<file path="src/rtl/speed_limit_sequencer.sv">
// Speed-limit sequencer: accepts clamped limit requests and ramps the effective
// limit toward the target in bounded steps, with an emergency override to zero.
module speed_limit_sequencer #(
    parameter int STEP          = 5,
    parameter int RAMP_CYCLES   = 10,
    parameter int MIN_LIMIT     = 0,
    parameter int MAX_LIMIT     = 200,
    parameter int DEFAULT_LIMIT = 60
) (
    input  logic       clk,
    input  logic       rst,
    input  logic       req_valid,
    input  logic [7:0] req_limit,
    output logic       req_ready,
    input  logic       emergency,
    output logic [7:0] speed_limit,
    output logic       ramping,
    output logic       clamped
);

    localparam int TW = (RAMP_CYCLES > 1) ? $clog2(RAMP_CYCLES + 1) : 1;

    typedef enum logic [1:0] {
        IDLE      = 2'd0,
        RAMP_UP   = 2'd1,
        RAMP_DOWN = 2'd2,
        EMERG     = 2'd3
    } state_t;

    state_t          r_state;
    logic [7:0]      r_speed;
    logic [7:0]      r_target;
    logic [TW-1:0]   r_timer;
    logic            r_clamped;

    logic            w_accept;
    logic [7:0]      w_tgt;
    logic            w_tgtClamped;
    logic [8:0]      w_upWide;
    logic [7:0]      w_upStep;
    logic signed [9:0] w_downWide;
    logic [7:0]      w_downStep;
    logic            w_stepDue;

    assign req_ready   = (r_state != EMERG) && !emergency;
    assign w_accept    = req_valid && req_ready;
    assign speed_limit = r_speed;
    assign ramping     = (r_state == RAMP_UP) || (r_state == RAMP_DOWN);
    assign clamped     = r_clamped;
    assign w_stepDue   = (r_timer == TW'(RAMP_CYCLES - 1));

    // Signed 10-bit compares keep the clamp well-behaved even when MIN_LIMIT is 0.
    always_comb begin
        w_tgt        = req_limit;
        w_tgtClamped = 1'b0;
        if ($signed({2'b00, req_limit}) < $signed(10'(MIN_LIMIT))) begin
            w_tgt        = 8'(MIN_LIMIT);
            w_tgtClamped = 1'b1;
        end else if ($signed({2'b00, req_limit}) > $signed(10'(MAX_LIMIT))) begin
            w_tgt        = 8'(MAX_LIMIT);
            w_tgtClamped = 1'b1;
        end
    end

    // Widened arithmetic so a step can neither wrap past 255 nor underflow past 0.
    always_comb begin
        w_upWide   = {1'b0, r_speed} + 9'(STEP);
        w_upStep   = (w_upWide > {1'b0, r_target}) ? r_target : w_upWide[7:0];
        w_downWide = $signed({2'b00, r_speed}) - $signed(10'(STEP));
        w_downStep = (w_downWide < $signed({2'b00, r_target})) ? r_target : w_downWide[7:0];
    end

    always_ff @(posedge clk) begin
        if (rst) begin
            r_state   <= IDLE;
            r_speed   <= 8'(DEFAULT_LIMIT);
            r_target  <= 8'(DEFAULT_LIMIT);
            r_timer   <= '0;
            r_clamped <= 1'b0;
        end else begin
            r_clamped <= 1'b0;
            if (emergency) begin
                r_state <= EMERG;
                r_speed <= 8'd0;
                r_timer <= '0;
            end else if (r_state == EMERG) begin
                r_state <= (r_target != 8'd0) ? RAMP_UP : IDLE;
                r_timer <= '0;
            end else if (w_accept) begin
                r_target  <= w_tgt;
                r_timer   <= '0;
                r_clamped <= w_tgtClamped;
                if (w_tgt > r_speed)
                    r_state <= RAMP_UP;
                else if (w_tgt < r_speed)
                    r_state <= RAMP_DOWN;
                else
                    r_state <= IDLE;
            end else begin
                case (r_state)
                    RAMP_UP: begin
                        if (w_stepDue) begin
                            r_speed <= w_upStep;
                            r_timer <= '0;
                            if (w_upStep == r_target)
                                r_state <= IDLE;
                        end else begin
                            r_timer <= r_timer + 1'b1;
                        end
                    end
                    RAMP_DOWN: begin
                        if (w_stepDue) begin
                            r_speed <= w_downStep;
                            r_timer <= '0;
                            if (w_downStep == r_target)
                                r_state <= IDLE;
                        end else begin
                            r_timer <= r_timer + 1'b1;
                        end
                    end
                    default: begin
                        r_timer <= '0;
                    end
                endcase
            end
        end
    end

endmodule
</file>
<file path="config.mk">
export PLATFORM = sky130hd
export DESIGN_NAME = speed_limit_sequencer
export DESIGN_NICKNAME = d
export VERILOG_FILES = /design/src/rtl/speed_limit_sequencer.sv
export SDC_FILE = /design/constraint.sdc
export NUM_CORES = 1
export LEC_CHECK = 0
export CAP_MARGIN = 20
export CORE_AREA = 2 2 74 76
export CTS_BUF_LIST = sky130_fd_sc_hd__clkbuf_2 sky130_fd_sc_hd__clkbuf_4 sky130_fd_sc_hd__clkbuf_8
export DETAILED_ROUTE_END_ITERATION = 12
export DIE_AREA = 0 0 76 78
export DONT_BUFFER_PORTS = 1
export GPL_TIMING_DRIVEN = 1
export PLACE_DENSITY = 0.74
export SLEW_MARGIN = 25
export SYNTH_ARGS = -nofsm -noshare
export SYNTH_HDL_FRONTEND = slang
export SYNTH_SLANG_ARGS = --single-unit
</file>
<file path="constraint.sdc">
create_clock -name clk -period 7.74 [get_ports clk]
set_input_delay 1.548 -clock clk [delete_from_list [all_inputs] [get_ports clk]]
set_output_delay 1.548 -clock clk [all_outputs]
set_load 0.005 [all_outputs]
</file>
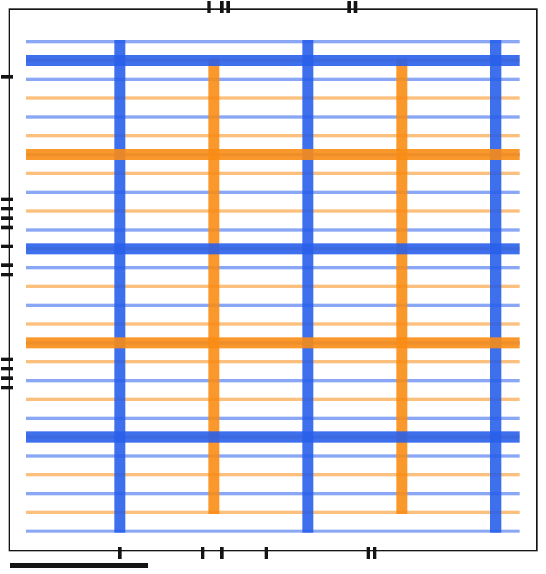
Figure 1: run 1, supply network.
The bar under the picture is 20 um long. Pins as bars on the die edge.
Orange is VDD. Blue is VSS.
27 met1 rails follow the rows. 23 signal pins sit on the boundary. The core has 26 rows. 5 straps on met4. 5 straps on met5.

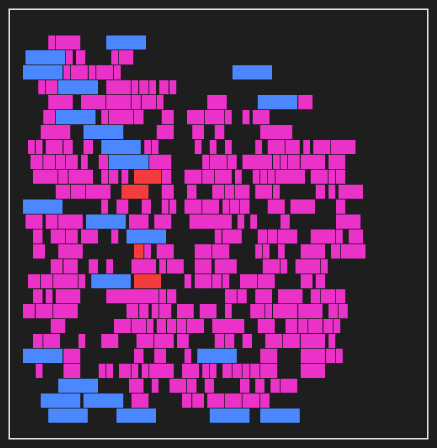
Figure 2: run 1, cells colored by class.
Red is clock drivers and dummy loads, cells 4, share of their area 1.9%. Blue is flip-flops, cells 23, share of their area 19%. Magenta is all other logic, cells 277, share of their area 79%.

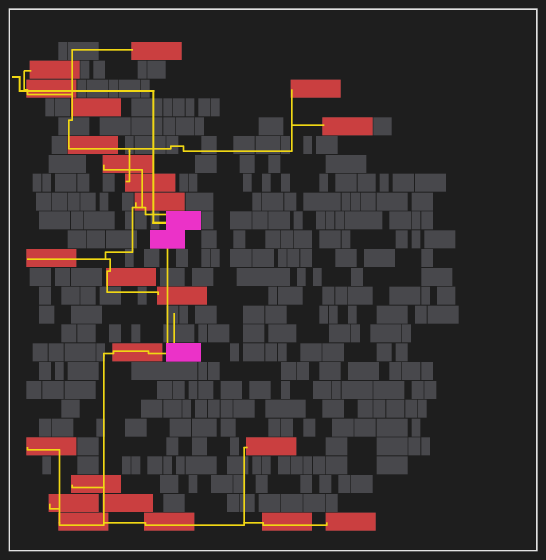
Figure 3: run 1, clock distribution.
Yellow is clock wires, length 332 um. Red is flip-flops, count 23. Magenta is cells driving clock nets, count 3.
There are 4 routed clock nets.

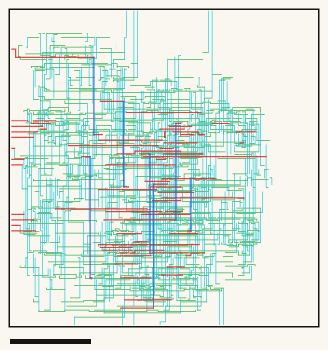
Figure 4: run 1, metal layers overlaid.
The bar under the picture is 20 um long.
Blue is met4, wire length 162 um. Cyan is met2, wire length 3290 um. Green is met1, wire length 2890 um. Red is met3, wire length 555 um.

==> reports/results.ini, run 1 <==
[outcome]
run_status=complete, no violations

[global_routing]
number_of_antenna_violations_at_the_first_check_in_global_routing=0
grt_use_met2=0.404
globalRouteTotalUtil=0.237
grt.met3_usage=0.0407

[die]
die-width_um=76
initial_utilization=0.495
core-area_um2=5040
die_height_um=78
number_of_standard_cell_rows_in_the_floorplan=26
well_tap_cells=70

[yosys]
syn_area_um2=2490
asr_flop_ratio_synth=0
synth_stat.cells=317
yosys.stat.chipArea_um2=2490
synth.top_cells.by_area=dfxtp_1 18%, ha_1 16%, xnor2_1 7.4%, a21oi_1 4.8%, nor2_1 4.4%
yosys_warnings=0
syn-mean-instance-area_um2=7.87
netlist_instances=317
synth.net_count=360
synth-xor-area-share=0.0978

[clocking]
clock_transition_at_path_regs_ps=90
tritoncts_num_sinks=23
ctsLongestPathBuffers=2
cts_hold_repair.buffers=0
cts_made_buffers=3
worst_skew_pair.late_latency_ps=270
number_of_levels_the_h_tree_was_split_into=1
post_cts.repair.setup_buffers=0

[critical_path]
worstSetupEndpointType=flip-flop
r2r_start=speed_limit[0]
worst-endpoint-required_ps=7880
timing.critical_path.from_type=flip-flop

[final_layout]
largestClassByArea=combinational gates
insertedDiodeCount=0
clock_cell_area_share=0.0184
final_cell_mix=31 x ha_1, 29 x nor2_1, 24 x a21oi_1
final_layout_top_logic_cell=ha_1

[final_timing]
clock-skew-final_ps=8.85
timing.final.crit_share=0.513
rsz0062_at_grt=no
drv_slew=0
fmax_mhz=252

[flow_run]
number_of_maximum_capacitance_violations=0

[drt]
top_layer_used=met4
vias=2347
via_per_inst=6.28
met2_length_um=3290
drt_wl_total_um=6900
total_routed_wire_length_on_the_met1_layer_um=2890
detailedRoute.firstIterationViolations=195

[worst_hold_path]
holdCritPathClass=reg2reg
min-delay-start=r_timer[0]
timing.hold.worst_endpoint=r_timer[0]

[pwr]
proportion_of_power_drawn_by_flip_flops_and_latches=0.375
pwr.group.sequential_uw=140
clk-power_uw=77.5
netSwitchingFraction=0.404
post-layout-total-power_uw=373

[place]
place.detailed.instances=370

Figure 5. Track usage over the die (run 1).
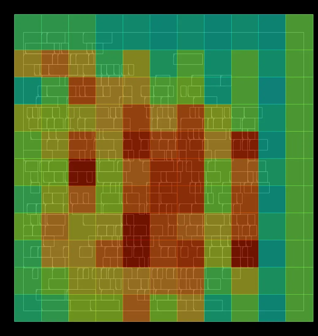

==> inputs of run 2 (changes only) <==
Clock period 7.74 ns to 4.1 ns, I/O delays scaled along.
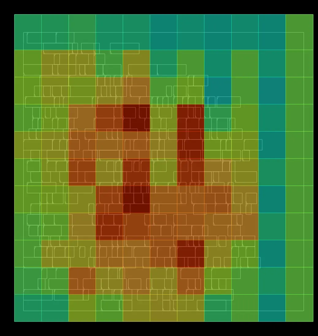
Figure 6: run 2, track usage over the die.
met2 demand-to-capacity share in global routing: 0.382
routed length per instance: 18.3 um
met3 track demand over resource: 0.0360

==> run 2 against run 1 <==
Against the previous run:
- count of clock-buffer cells in the layout stayed put
- global-route usage is 0.49 points lower
- register-to-register slack worse by 3300 ps
- first-iteration DRC count is 1.5% lower
- area after synthesis stayed put
- largest cell class unchanged
- sequential share of layout area is 0.16 points lower
- cell count is 0.80% higher
==> reports/results.ini, run 2 <==
[outcome]
run_status=complete, no violations

[worst_hold_path]
worstHoldPathCells=1
min-delay-start=r_timer[0]
timing.hold.worst_endpoint=r_timer[0]
holdCritPathClass=reg2reg

[critical_path]
worst-endpoint-required_ps=4250  ; -3630 ps
timing.critical_path.slowest_stage_cell=dfxtp_1
worstSetupEndpointType=flip-flop
timing.critical_path.from_type=flip-flop
timing.critical_path.to=speed_limit[0]
r2r_start=speed_limit[0]
worst-path-max-fanout=8

[die]
floorplan.io_pins=23
well_tap_cells=70  ; unchanged
number_of_standard_cell_rows_in_the_floorplan=26  ; unchanged
die_height_um=78  ; unchanged
initial_utilization=0.495  ; unchanged
core-area_um2=5040  ; unchanged
die-width_um=76  ; unchanged
fp.dieArea_um2=5930

[final_timing]
max_slew.worst_pin.slew_ps=596
clock-skew-final_ps=7.24  ; -1.60 ps
fmax_mhz=277  ; +9.9%
drv_slew=0  ; unchanged
setup_viol=0
rsz0062_at_grt=no
timing.final.crit_share=0.881  ; +0.368
finalCriticalPeriod_ps=3610

[drt]
detailroute.wirelength.met3_um=500
detailedRoute.firstPassIterationCount=5
detailedRoute.firstIterationViolations=192  ; -1.5%
total_routed_wire_length_on_the_met1_layer_um=3010  ; +3.9%
met2_length_um=3150  ; -4.1%
vias=2369  ; +0.94%
drc=0
via_per_inst=6.28  ; +0.13%
top_layer_used=met4
drt_wl_total_um=6900  ; about the same

[clocking]
post_cts.repair.setup_buffers=0  ; unchanged
worst_skew_pair.late_latency_ps=270  ; about the same
cts_hold_repair.buffers=0  ; unchanged
cts.repair.resized=0
ctsLongestPathBuffers=2  ; unchanged
cts_made_buffers=3  ; unchanged
tritoncts_num_sinks=23  ; unchanged
clock_transition_at_path_regs_ps=90  ; about the same
number_of_levels_the_h_tree_was_split_into=1  ; unchanged

[yosys]
yosys.stat.chipArea_um2=2490  ; unchanged
synth.top_cells.by_area=dfxtp_1 18%, ha_1 16%, xnor2_1 7.4%, a21oi_1 4.8%, nor2_1 4.4%
syn-mean-instance-area_um2=7.87  ; unchanged
synth.net_count=360  ; unchanged
syn_area_um2=2490  ; unchanged
yosys_warnings=0  ; unchanged
synth-xor-area-share=0.0978  ; unchanged
synth_stat.cells=317  ; unchanged
asr_flop_ratio_synth=0  ; unchanged
netlist_instances=317  ; unchanged

[pwr]
pwr.group.sequential_uw=262  ; +87%
netSwitchingFraction=0.399  ; -0.00489
proportion_of_power_drawn_by_flip_flops_and_latches=0.374  ; about the same
post-layout-total-power_uw=702  ; +88%
clk-power_uw=145  ; +87%

[final_layout]
n_fill_cell=489
layout.area.seq_um2=460
final_layout_top_logic_cell=ha_1
final_cell_mix=31 x ha_1, 29 x nor2_1, 24 x a21oi_1
insertedDiodeCount=0  ; unchanged
largestClassByArea=combinational gates
nonClockBufferCount=3
final.clkbuf_count=3
clock_cell_area_share=0.0182  ; -0.000163
seqAreaFraction=0.181

[flow_run]
number_of_maximum_capacitance_violations=0  ; unchanged

[global_routing]
number_of_antenna_violations_at_the_first_check_in_global_routing=0  ; unchanged
vias_in_the_first_global_route=2255
grtUsageMet1=0.305
globalRouteTotalUtil=0.233  ; -0.00487
globalRoute.busiestLayer=met2

[place]
place.detailed.instances=373  ; +0.81%
globalplace.congestion=1.04

==> inputs of run 3 (changes only) <==
Settings changed: SKIP_CTS_REPAIR_TIMING from default to 1.
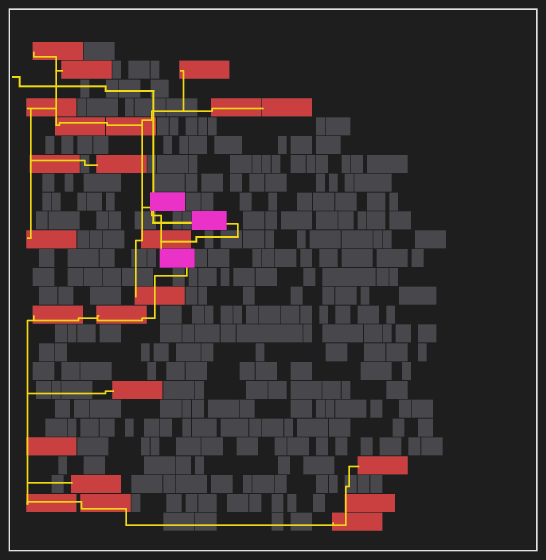
Figure 7: run 3, clock distribution.
Yellow is clock wires, length 331 um. Magenta is cells driving clock nets, count 3. Red is flip-flops, count 23.
There are 4 routed clock nets.

==> run 3 against run 2 <==
Against the previous run:
- combinational power is essentially flat
- global-route usage did not move
- sequential cell count is the same
- count of clock-buffer cells in the layout stayed put
- wire length did not move
- first-iteration DRC count unchanged
- synthesized cell count stayed put
- critical path type unchanged
- critical endpoint unchanged
==> reports/results.ini, run 3 <==
[yosys]
synth.net_count=360  ; unchanged
yosys_warnings=0  ; unchanged
syn_area_um2=2490  ; unchanged
synth_stat.cells=317  ; unchanged
yosys.stat.chipArea_um2=2490  ; unchanged

[place]
place.detailed.instances=373  ; unchanged

[final_timing]
timing.final.crit_share=0.881  ; unchanged
rsz0062_at_grt=no
drv_slew=0  ; unchanged
setup_viol=0  ; unchanged
finalCriticalPeriod_ps=3610  ; unchanged
max_slew.worst_pin.slew_ps=596  ; unchanged
fmax_mhz=277  ; unchanged

[worst_hold_path]
min-delay-start=r_timer[0]
timing.hold.worst_endpoint=r_timer[0]

[flow_run]
number_of_maximum_capacitance_violations=0  ; unchanged

[final_layout]
largestClassByArea=combinational gates
insertedDiodeCount=0  ; unchanged
seqAreaFraction=0.181  ; unchanged
final_layout_top_logic_cell=ha_1
final.clkbuf_count=3  ; unchanged
n_fill_cell=489  ; unchanged
clock_cell_area_share=0.0182  ; unchanged

[pwr]
netSwitchingFraction=0.399  ; unchanged
pwr.group.sequential_uw=262  ; about the same

[drt]
drc=0  ; unchanged
detail_route.wl_per_cell_um=18.3  ; unchanged
via_per_inst=6.28  ; unchanged
drt_wl_total_um=6900  ; unchanged

[global_routing]
globalRouteTotalUtil=0.233  ; unchanged
globalRoute.busiestLayer=met2
grt.met3_usage=0.0360  ; unchanged
vias_in_the_first_global_route=2255  ; unchanged

[outcome]
run_status=complete, no violations

[die]
well_tap_cells=70  ; unchanged
die_height_um=78  ; unchanged

[critical_path]
timing.critical_path.slowest_stage_cell=dfxtp_1
r2r_start=speed_limit[0]

[clocking]
number_of_levels_the_h_tree_was_split_into=1  ; unchanged
tritoncts_num_sinks=23  ; unchanged
clock_transition_at_path_regs_ps=90  ; about the same

Power and IR drop assume default switching activity.
